Cells colored by class:
Fill, decap, tap and diode cells in gray.
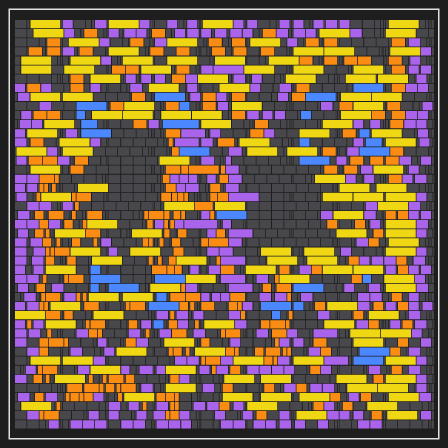
A small window of the routed layout:
The bar under the picture is 20 um long. Region (7, 7) to (57, 57) um. Cells in gray, sequential cells in the stronger gray; small squares are vias.
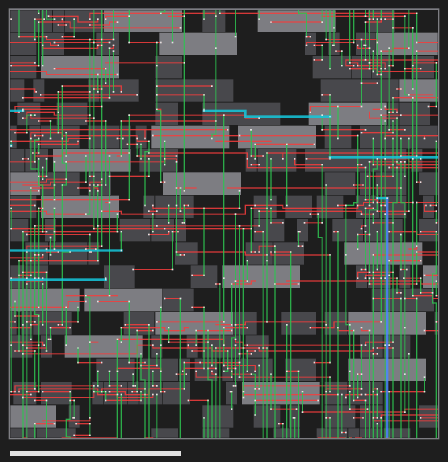
==> config.mk <==
export PLATFORM = sky130hd
export DESIGN_NAME = mem_port_arbiter
export DESIGN_NICKNAME = d
export VERILOG_FILES = /design/src/rtl/mem_port_arbiter.sv
export SDC_FILE = /design/constraint.sdc
export NUM_CORES = 1
export LEC_CHECK = 0
export CAP_MARGIN = 5
export CORE_UTILIZATION = 37
export CTS_BUF_LIST = sky130_fd_sc_hd__clkbuf_8 sky130_fd_sc_hd__clkbuf_16
export DETAILED_ROUTE_END_ITERATION = 7
export GPL_ROUTABILITY_DRIVEN = 0
export PLACE_DENSITY_LB_ADDON = 0.15
export SLEW_MARGIN = 30
export SYNTH_ARGS = -nofsm -noshare
export SYNTH_HDL_FRONTEND = slang
export SYNTH_SLANG_ARGS = --single-unit
==> constraint.sdc <==
create_clock -name clk -period 1.81 [get_ports clk]
set_clock_uncertainty 0.1 [all_clocks]
set_input_delay 0.4525 -clock clk [delete_from_list [all_inputs] [get_ports clk]]
set_output_delay 0.4525 -clock clk [all_outputs]
set_load 0.01 [all_outputs]
==> impl_metrics.tcl <==
# place-and-route summary
set metrics [dict create \
    status "complete, but fails checks" \
    failed_checks "setup timing" \
    critical-path-slowest-cell "dfrtp_1" \
    detail_route.first_pass.iterations 4 \
    layout_min_cycle_time_ns 1.92 \
    top_cell_area_share 0.592 \
    dr_total_vias 4775 \
    top_cells_by_area "dfrtp_1 59%, mux2_2 12%, o211ai_2 6.4%, a22o_1 5.5%, o211ai_1 4.3%" \
    chip_area_sq_um 16400 \
    synth.cell_area_sq_um 5870 \
    ys_sh_mux 0.123 \
    crit_chain "ha_2 -> and2_4 -> buf_6 -> buf_6" \
    chipHeight_um 128 \
    drt-wirelength-per-cell_um 17.6 \
    crit_path_start_kind "flip-flop" \
    yosysChipArea_sq_um 5870 \
    rsz0062_at_grt "true" \
    postSynthNetCount 592 \
    met2_length_um 8870 \
    yosys.area_share.adder 0.0128 \
    grt_use_met3 0.0605 \
    lay_top_cells "139 x dfrtp_1, 136 x clkdlybuf4s50_1, 133 x dlygate4sd2_1" \
    ys_cells 448 \
    postCtsSetupRepairBufs 3 \
    lay_top_count "dfrtp_1" \
    yosys_warnings 0 \
    hold_viol_final 0 \
    cts-root-to-sink-buffers 2 \
    clk_pin_slew_worst_paths_ns 0.06 \
    detail_route.drc_violations 0 \
    port_buffers 275 \
    cts.repair.resized 174 \
    number_of_antenna_violations_at_the_first_check_in_global_routing 1 \
    busiest_layer_in_global_routing "met2" \
    tns_ns -0.495 \
    finalHoldWorstSlack_ns 0.384 \
    ios 276 \
    worst-r2r-setup-slack_ns 0.07 \
    initial_drc_count 155 \
    worst_hold_path.num_cells 2 \
    ctsHoldBuffers 1 \
    horizontal_die_dimension_um 128 \
    vdd_ir_drop_max_mv 0.896 \
    maxUsedRoutingLayer "met4" \
    layout_setup_ws_ns -0.111 \
    fin_crit_sh 1.06 \
    setup_viol 5 \
    timing.critical_path.buf_inv 2 \
    yosys.area_share.xor_xnor 0 \
    synth_top_cells_by_count "139 x dfrtp_1, 64 x mux2_2, 42 x nand2_1" \
]
Notes on 'cells colored by class' above:
[purple] remaining buffers and delay cells | cells: 309 | share of their area: 32%
[blue] clock drivers and dummy loads | cells: 32 | share of their area: 6.2%
[yellow] registers | cells: 139 | share of their area: 37%
[orange] remaining logic cells | cells: 277 | share of their area: 24%
core region area: 15400 sq um
end-of-flow core utilization: 0.626
share of cell area taken by flip-flops and latches: 0.362

Notes on 'a small window of the routed layout' above:
[red] M1
[cyan] M3
[green] M2
[blue] M4
sequential cells in the window: 21
most frequent: clkdlybuf4s50_1 (22), dfrtp_1 (21), o211ai_1 (20)
cells with their middle in the window: 146

==> metrics by stage <==
stage / worst slack (ns) / util / area [sq um] / cells
floorplan: 0.0830 / - / 5870 / 448
global placement: -0.465 / 0.586 / 9010 / 929
detailed placement: -0.533 / 0.586 / 9010 / 929
CTS: -0.135 / 0.621 / 9550 / 966
global route: -0.176 / 0.626 / 9620 / 969
finish: -0.111 / 0.626 / 9620 / 969
==> report_power, final <==
part           switching, mW  internal [mW]  total [mW]  leakage (nW)
Clock                   1.41           1.99        3.40         0.274
Sequential             0.813           4.71        5.52          1.69
Combinational           3.41           3.93        7.34          2.60
==> cell type report <==
type	instances	area, sq um
inverter	38	148
timing repair buffer	309	3020
multi-input combinational	239	2130
antenna	1	2.50
sequential	139	3480
clock buffer	19	453
clock inverter	13	130
fill	1241	5750
tap	211	264
No activity file was given, so power comes from the tool's default toggle rates.
